<file path="src/rtl/fan_pkg.sv">
// Shared types, thresholds and the level-to-pattern mapping for the fan controller.
package fan_pkg;

    typedef logic [1:0] level_t;

    typedef enum logic [1:0] {
        ST_STEADY,
        ST_RAMP_UP,
        ST_RAMP_DOWN,
        ST_ALARM
    } fan_state_t;

    localparam logic [3:0] THR_1       = 4'd3;
    localparam logic [3:0] THR_2       = 4'd8;
    localparam logic [3:0] THR_3       = 4'd12;
    localparam logic [3:0] ALARM_SET_T = 4'd15;
    localparam logic [3:0] ALARM_CLR_T = 4'd11;

    function automatic logic [7:0] pattern_lut(input level_t lvl);
        case (lvl)
            2'd1:    return 8'b0000_1111;
            2'd2:    return 8'b0011_0011;
            2'd3:    return 8'b1100_0011;
            default: return 8'b0000_0000;
        endcase
    endfunction

    function automatic level_t raw_target(input logic [3:0] t);
        if (t >= THR_3)      return 2'd3;
        else if (t >= THR_2) return 2'd2;
        else if (t >= THR_1) return 2'd1;
        else                 return 2'd0;
    endfunction

    // Highest level whose lowered threshold is still met; anything below the
    // current level means the level is no longer retained.
    function automatic level_t hyst_target(input logic [3:0] t, input logic [3:0] h);
        if (t >= THR_3 - h)      return 2'd3;
        else if (t >= THR_2 - h) return 2'd2;
        else if (t >= THR_1 - h) return 2'd1;
        else                     return 2'd0;
    endfunction

endpackage

</file>
<file path="src/rtl/fan_serializer.sv">
// Frame serializer: reloads the level pattern at each slot 7->0 wrap and drives it LSB first.
module fan_serializer
    import fan_pkg::*;
(
    input  logic       clk,
    input  logic       rst,
    input  level_t     level,
    output logic [7:0] pattern,
    output logic       fan
);

    logic [2:0] slot;

    always_ff @(posedge clk) begin
        if (rst) begin
            slot    <= 3'd0;
            pattern <= 8'd0;
        end else begin
            slot <= slot + 3'd1;
            if (slot == 3'd7)
                pattern <= pattern_lut(level);
        end
    end

    assign fan = pattern[slot];

endmodule

</file>
<file path="src/rtl/fan_speed_ctrl.sv">
// Fan controller: periodic temperature sampling, soft-start ramp, hysteresis/dwell
// ramp-down and an over-temperature alarm that pins the fan at full speed.
module fan_speed_ctrl
    import fan_pkg::*;
#(
    parameter int SAMPLE_DIV = 16,
    parameter int DWELL      = 4,
    parameter int HYST       = 1
) (
    input  logic       clk,
    input  logic       rst,
    input  logic [3:0] temp_i,
    input  logic       temp_valid_i,
    output logic       fan_o,
    output logic [1:0] level_o,
    output logic [7:0] pattern_o,
    output logic       alarm_o
);

    localparam int DIV_W = $clog2(SAMPLE_DIV);
    localparam int DW_W  = $clog2(DWELL + 1);

    logic [DIV_W-1:0] div;
    logic             tick;
    fan_state_t       state, state_n;
    level_t           level_q, level_n;
    logic [DW_W-1:0]  dwell_q, dwell_n;
    logic             alarm_cnt, acnt_n;
    logic [3:0]       temp_q, temp_n;
    logic             alarm_n;

    assign tick = (div == DIV_W'(SAMPLE_DIV - 1));

    always_ff @(posedge clk) begin
        if (rst) begin
            div       <= '0;
            state     <= ST_STEADY;
            level_q   <= 2'd0;
            dwell_q   <= '0;
            alarm_cnt <= 1'b0;
            temp_q    <= 4'd0;
        end else begin
            div       <= tick ? '0 : div + DIV_W'(1);
            state     <= state_n;
            level_q   <= level_n;
            dwell_q   <= dwell_n;
            alarm_cnt <= acnt_n;
            temp_q    <= temp_n;
        end
    end

    always_comb begin
        level_n = level_q;
        dwell_n = dwell_q;
        acnt_n  = alarm_cnt;
        temp_n  = temp_q;
        alarm_n = (state == ST_ALARM);
        if (tick && temp_valid_i) begin
            temp_n = temp_i;
            acnt_n = (temp_i == ALARM_SET_T);
            if (alarm_cnt && temp_i == ALARM_SET_T) begin
                alarm_n = 1'b1;
                level_n = 2'd3;
                dwell_n = '0;
            end else if (state == ST_ALARM) begin
                // Level is held through the clearing sample; normal stepping
                // restarts on the following tick.
                dwell_n = '0;
                if (temp_i <= ALARM_CLR_T)
                    alarm_n = 1'b0;
            end else if (raw_target(temp_i) > level_q) begin
                level_n = level_q + 2'd1;
                dwell_n = '0;
            end else if (hyst_target(temp_i, 4'(HYST)) < level_q) begin
                if (dwell_q == DW_W'(DWELL - 1)) begin
                    level_n = level_q - 2'd1;
                    dwell_n = '0;
                end else begin
                    dwell_n = dwell_q + DW_W'(1);
                end
            end else begin
                dwell_n = '0;
            end
        end

        if (alarm_n)
            state_n = ST_ALARM;
        else if (raw_target(temp_n) > level_n)
            state_n = ST_RAMP_UP;
        else if (hyst_target(temp_n, 4'(HYST)) < level_n)
            state_n = ST_RAMP_DOWN;
        else
            state_n = ST_STEADY;
    end

    always_comb begin
        level_o = level_q;
        alarm_o = (state == ST_ALARM);
    end

    fan_serializer u_ser (
        .clk     (clk),
        .rst     (rst),
        .level   (level_q),
        .pattern (pattern_o),
        .fan     (fan_o)
    );

endmodule

</file>
<file path="config.mk">
export PLATFORM = sky130hd
export DESIGN_NAME = fan_speed_ctrl
export DESIGN_NICKNAME = d
export VERILOG_FILES = /design/src/rtl/fan_pkg.sv /design/src/rtl/fan_serializer.sv /design/src/rtl/fan_speed_ctrl.sv
export SDC_FILE = /design/constraint.sdc
export NUM_CORES = 1
export LEC_CHECK = 0
export CAP_MARGIN = 20
export CORE_MARGIN = 1
export CORE_UTILIZATION = 45
export DETAILED_ROUTE_END_ITERATION = 7
export GPL_ROUTABILITY_DRIVEN = 0
export PLACE_DENSITY = 0.68
export SYNTH_ARGS = -nofsm -noshare
export SYNTH_HDL_FRONTEND = slang
export SYNTH_SLANG_ARGS = --single-unit
</file>
<file path="constraint.sdc">
create_clock -name clk -period 4.84 [get_ports clk]
set_input_delay 1.452 -clock clk [delete_from_list [all_inputs] [get_ports clk]]
set_output_delay 1.452 -clock clk [all_outputs]
set_load 0.005 [all_outputs]
</file>
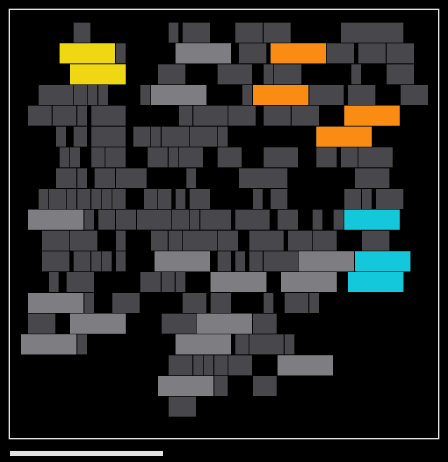
Figure 1: run 1, sequential cells colored by netlist name.
The bar under the picture is 20 um long. Other sequential cells in the stronger gray, the rest of the logic in the fainter gray.
| signal | color | placed flops |
|---|---|---|
| `u_ser.pattern` | orange | 4 |
| `state` | yellow | 2 |
| `u_ser.slot` | cyan | 3 |
flop share of the area: 0.306
sequential power: 0.198 mW
Reg area: 460 sq um
fin util: 0.546

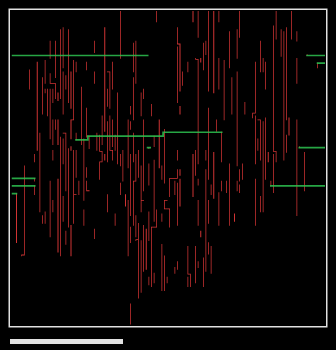
Figure 2: run 1, signal wires by layer.
The bar under the picture is 20 um long. Two of the layers only.
| layer | color | wire length |
|---|---|---|
| met3 | green | 77.7 um |
| met2 | red | 1,190 um |
Vias: 1,009
Final Routed Wirelength: 2470 um
WL/cell: 13.0 um
GRT Total Usage: 0.171

==> out/qor.yml, run 1 <==
clkCellAreaFrac: 0.0183
logic_family: "simple AND/OR/NAND/NOR gates"
routed_via_density: 5.31
fin_ws_ns: 0.370
ioPinCount: 19
met1_length_um: 1190
drc: 0
critPathLaunch: "temp_i[2]"
cp-start-kind: "input pin"
synth_nets: 167
clk_path_buf_depth: 2
antenna_cells: 0
xor_area_frac: 0.0133
grt_overflow_total: 0
placed_cell_area_sq_um: 1480
rsz0062_at_grt: "false"
root_buffer: "clkbuf_4"
cts-resized-gates: 0
synthToLayoutAreaGrowth_pct: 14.7
r2r_start: "level_o[1]"
drtPass1Iterations: 4
ctsHoldBuffers: 0
drive_above_1_share: 0.0881
clock_buffers: 3
p_leak_nw: 0.630
highest_layer: "met4"
dominant_cells: "multi-input combinational cells"
crit_cells: 14
cp_max_fo: 5
p_seq_frac: 0.625
dp_hpwl_um: 1880
cpMostUsedCell: "ha_1"
ys_top_cells_by_count: "23 x dfxtp_1, 19 x nor2_1, 14 x ha_1, 14 x nand2_1, 9 x inv_1"
buf_share: 0.125
grt_max_degree: 25
logic_area_sq_um: 739
grtUsageMet1: 0.223
busiest_layer: "met2"
r2r_setup_slack_ns: 1.71
powerComb_mw: 0.0279
power.group.top: "sequential cells"
syn_area_sq_um: 1310
setup_viol: 0
grt_pass1_vias: 948
worst_hold_path.endpoint: "u_ser.slot[0]"
die_width_um: 56.0
finalSetupTns_ns: 0
buffers: 19
die_height_um: 56.0
p_total_mw: 0.317
clock.fmax_ghz: 0.224
cts_max_level: 1
ys_warn_count: 0
edf_count: 0
clock_latency_ns: 0.31
antenna_found_initial: 0
top_regs: "div: 4 flops, temp_q: 4 flops, u_ser.pattern: 4 flops"
ys_area_sq_um: 1310
synth_cells: 146
max_cap_viol_count: 0
cts_setup_buffers: 0
critical_path_required_ns: 5.06
pg_clk_mw: 0.0910
io_buffers: 18
comb_area_frac: 0.491
nMultiInputCombCells: 103
final_max_slew_viol_count: 0
p_per_area_nw_per_um2: 210
status: "finished clean"
p_sw_frac: 0.248
lay_top_count: "dfxtp_1"
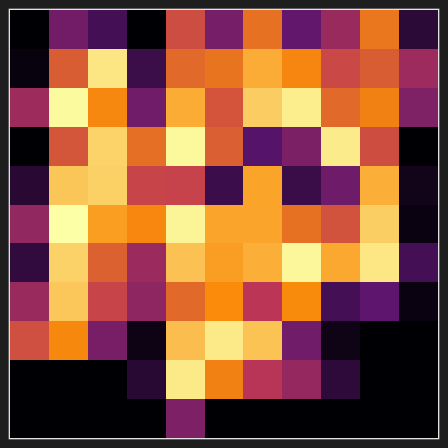
Figure 3: run 1, cell density map.
The die is cut into 11 by 11 equal tiles; black is low, pale yellow is high, 0 to 100% covered.
emptiest ninth of the die: lower right
mean over tiles: 47%
densest ninth of the die: center
tiles over 75% full: 26%
Floorplan Utilization: 0.476
CORE AREA: 2760 sq um

==> run 2: changes to the inputs <==
--- a/config.mk
+++ b/config.mk
@@ -7,10 +7,9 @@
 export LEC_CHECK = 0
 export CAP_MARGIN = 20
 export CORE_MARGIN = 1
-export CORE_UTILIZATION = 45
+export CORE_UTILIZATION = 53
 export DETAILED_ROUTE_END_ITERATION = 7
-export GPL_ROUTABILITY_DRIVEN = 0
-export PLACE_DENSITY = 0.68
+export PLACE_DENSITY = 0.78
 export SYNTH_ARGS = -nofsm -noshare
 export SYNTH_HDL_FRONTEND = slang
 export SYNTH_SLANG_ARGS = --single-unit
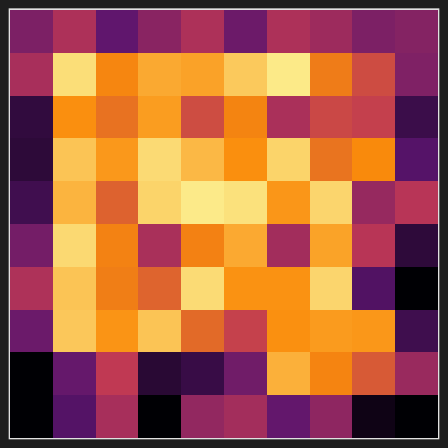
Figure 4: run 2, cell density map.
The die is cut into 10 by 10 equal tiles; black is low, pale yellow is high, 0 to 100% covered.
densest ninth of the die: center
nearly empty tiles: 5.0%
fullest tile: 96%
tiles over 75% full: 34%
mean over tiles: 55%
CORE AREA: 2280 sq um
Floorplan Utilization: 0.577
fin util: 0.660

==> out/qor.yml, run 2 <==
grt_usage: 0.205
dp_hpwl_um: 1850
tightestPinTransition_ns: 0.921
synth_nets: 167
powerSeq_mw: 0.198
p_sw_frac: 0.239
top_regs: "div: 4 flops, temp_q: 4 flops, u_ser.pattern: 4 flops"
p_per_area_nw_per_um2: 208
wl_per_cell_um: 13.0
met1_length_um: 1200
buf_share: 0.125
finalSetupTns_ns: 0
clock.fmax_ghz: 0.225
clkCellAreaFrac: 0.0183
cpMostUsedCell: "ha_1"
drtPass1Iterations: 4
grt_overflow_total: 0
post-route-min-period_ns: 4.45
clock_buffers: 3
lay_top_count: "dfxtp_1"
crit_cells: 14
seq-cell-share: 0.307
setup_viol: 0
die_width_um: 51.8
pg_clk_mw: 0.0875
synth_cells: 146
p_leak_nw: 0.630
r2r_setup_slack_ns: 1.76
ctsHoldBuffers: 0
warning_count: 29
ioPinCount: 19
max_cap_viol_count: 0
nMultiInputCombCells: 103
nNonClkInverters: 10
cts_setup_buffers: 0
cts-resized-gates: 0
logic_family: "simple AND/OR/NAND/NOR gates"
dominant_cells: "multi-input combinational cells"
antenna_found_initial: 0
worst_hold_path.endpoint: "u_ser.slot[0]"
fin_ws_ns: 0.392
fillCellCount: 189
placed_cell_area_sq_um: 1470
critPathLaunch: "temp_i[2]"
ys_top_cells_by_count: "23 x dfxtp_1, 19 x nor2_1, 14 x ha_1, 14 x nand2_1, 9 x inv_1"
cp_max_fo: 5
syn_area_sq_um: 1310
num_vias: 1021
xor_area_frac: 0.0133
comb_area_frac: 0.492
highest_layer: "met4"
synthToLayoutAreaGrowth_pct: 14.4
p_total_mw: 0.313
grt_pass1_vias: 976
ys_area_sq_um: 1310
edf_count: 0
status: "finished clean"
min_from: "u_ser.slot[0]"
io_buffers: 18
cts_max_level: 1
wirelength_um: 2430
clock_latency_ns: 0.31
rsz0062_at_grt: "false"
ff_type: "dfxtp_1"
root_buffer: "clkbuf_4"
grt_max_degree: 25
antenna_cells: 0
grtUsageMet1: 0.257
power.group.top: "sequential cells"
seq_area_sq_um: 460
critical_path_required_ns: 5.06
buffers: 19
logic_area_sq_um: 739
p_seq_frac: 0.632
powerComb_mw: 0.0276
drc: 0
clk_path_buf_depth: 2
final_max_slew_viol_count: 0
drive_above_1_share: 0.0881
cp-start-kind: "input pin"
busiest_layer: "met2"
==> run 3: changes to the inputs <==
--- a/config.mk
+++ b/config.mk
@@ -8,6 +8,7 @@
 export CAP_MARGIN = 20
 export CORE_MARGIN = 1
 export CORE_UTILIZATION = 53
+export CTS_CLUSTER_DIAMETER = 30
 export DETAILED_ROUTE_END_ITERATION = 7
 export PLACE_DENSITY = 0.78
 export SYNTH_ARGS = -nofsm -noshare
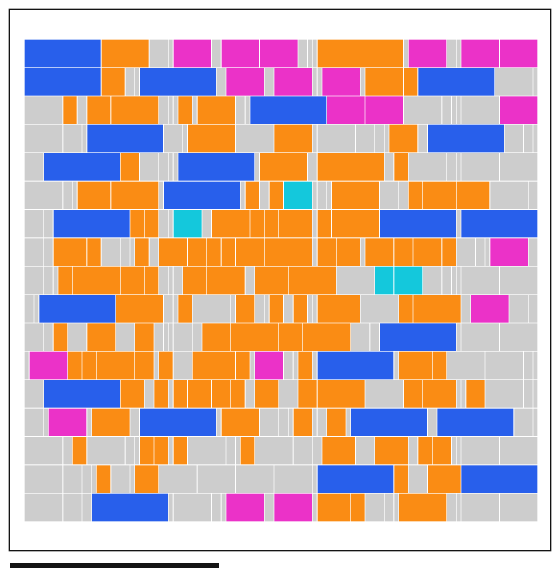
Figure 5: run 3, placement by cell class.
The bar under the picture is 20 um long. Fill, decap, tap and diode cells in gray.
| class | color | cells | share of their area |
|---|---|---|---|
| other buffers and delay cells | magenta | 19 | 13% |
| clock drivers and dummy loads | cyan | 4 | 1.9% |
| all other logic | orange | 113 | 54% |
| flip-flops | blue | 23 | 31% |
flop share of the area: 0.307
Finished Cell Area: 1500 sq um
Core Rows: 17

==> out/qor.yml, run 3 <==
status: "finished clean"
wirelength_um: 2430
finalSetupTns_ns: 0
routed_via_density: 5.46
edf_count: 0
comb_area_frac: 0.492
power.group.top: "sequential cells"
post-route-min-period_ns: 4.45
r2r_setup_slack_ns: 1.76
p_seq_frac: 0.632
ys_warn_count: 0
ys_top_cells_by_count: "23 x dfxtp_1, 19 x nor2_1, 14 x ha_1, 14 x nand2_1, 9 x inv_1"
drc: 0
buf_share: 0.125
antenna_cells: 0
setup_viol: 0
dpl_worst_slack_ns: 0.0972
layout.nets: 181
core_region_area_sq_um: 2280
critical_path_required_ns: 5.06
most_common_cell: "dfxtp_1"
ff_type: "dfxtp_1"
logic_area_sq_um: 739
clock_latency_ns: 0.31
met1_length_um: 1200
max_cap_viol_count: 0
min_from: "u_ser.slot[0]"
critPathLaunch: "temp_i[2]"
fin_ws_ns: 0.392
yosys.area.top_type: "dfxtp_1"
ys_area_sq_um: 1310
synthToLayoutAreaGrowth_pct: 14.4
cts_setup_buffers: 0
drive_above_1_share: 0.0881
grt_overflow_total: 0
dp_hpwl_um: 1850
highest_layer: "met4"
final_max_slew_viol_count: 0
grt_usage: 0.205
syn_area_sq_um: 1310
die_height_um: 51.8
fin_cells: 187
grtUsageMet1: 0.257
p_leak_nw: 0.630
dominant_cells: "multi-input combinational cells"
path_clk_slew_ns: 0.13
crit_cells: 14
placed_cell_area_sq_um: 1470
nNonClkInverters: 10
lay_top_count: "dfxtp_1"
cp_max_fo: 5
p_sw_frac: 0.239
clk_path_buf_depth: 2
final_util: 0.660
top_regs: "div: 4 flops, temp_q: 4 flops, u_ser.pattern: 4 flops"
grt_max_degree: 25
cts_max_level: 1
cpMostUsedCell: "ha_1"
buffers: 19
synth_cells: 146
num_vias: 1021
die_width_um: 51.8
fillCellCount: 189
clock_buffers: 3
xor_area_frac: 0.0133
clkCellAreaFrac: 0.0183
grt_pass1_vias: 976
powerComb_mw: 0.0276
pg_clk_mw: 0.0875
tightestPinTransition_ns: 0.921
ioPinCount: 19
drtPass1Iterations: 4
r2r_start: "level_o[1]"
cp.arrival_ns: 4.67
powerSeq_mw: 0.198
nMultiInputCombCells: 103
worst_hold_path.endpoint: "u_ser.slot[0]"
antenna_found_initial: 0
initCoreUtil: 0.577
busiest_layer: "met2"
cts-resized-gates: 0
rsz0062_at_grt: "false"
warning_count: 29
logic_family: "simple AND/OR/NAND/NOR gates"

## Gallery

Congestion heat map.
Plate I
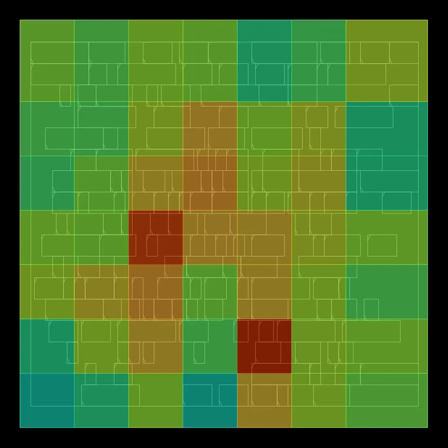
Plate II
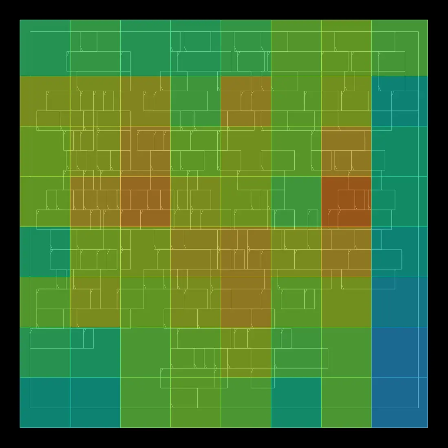
Of these, highest track usage: Plate I
Of these, highest utilization: Plate I
- Plate I = run 3
- Plate II = run 1

Power figures rest on the tool's default switching activity, not on a simulated workload.
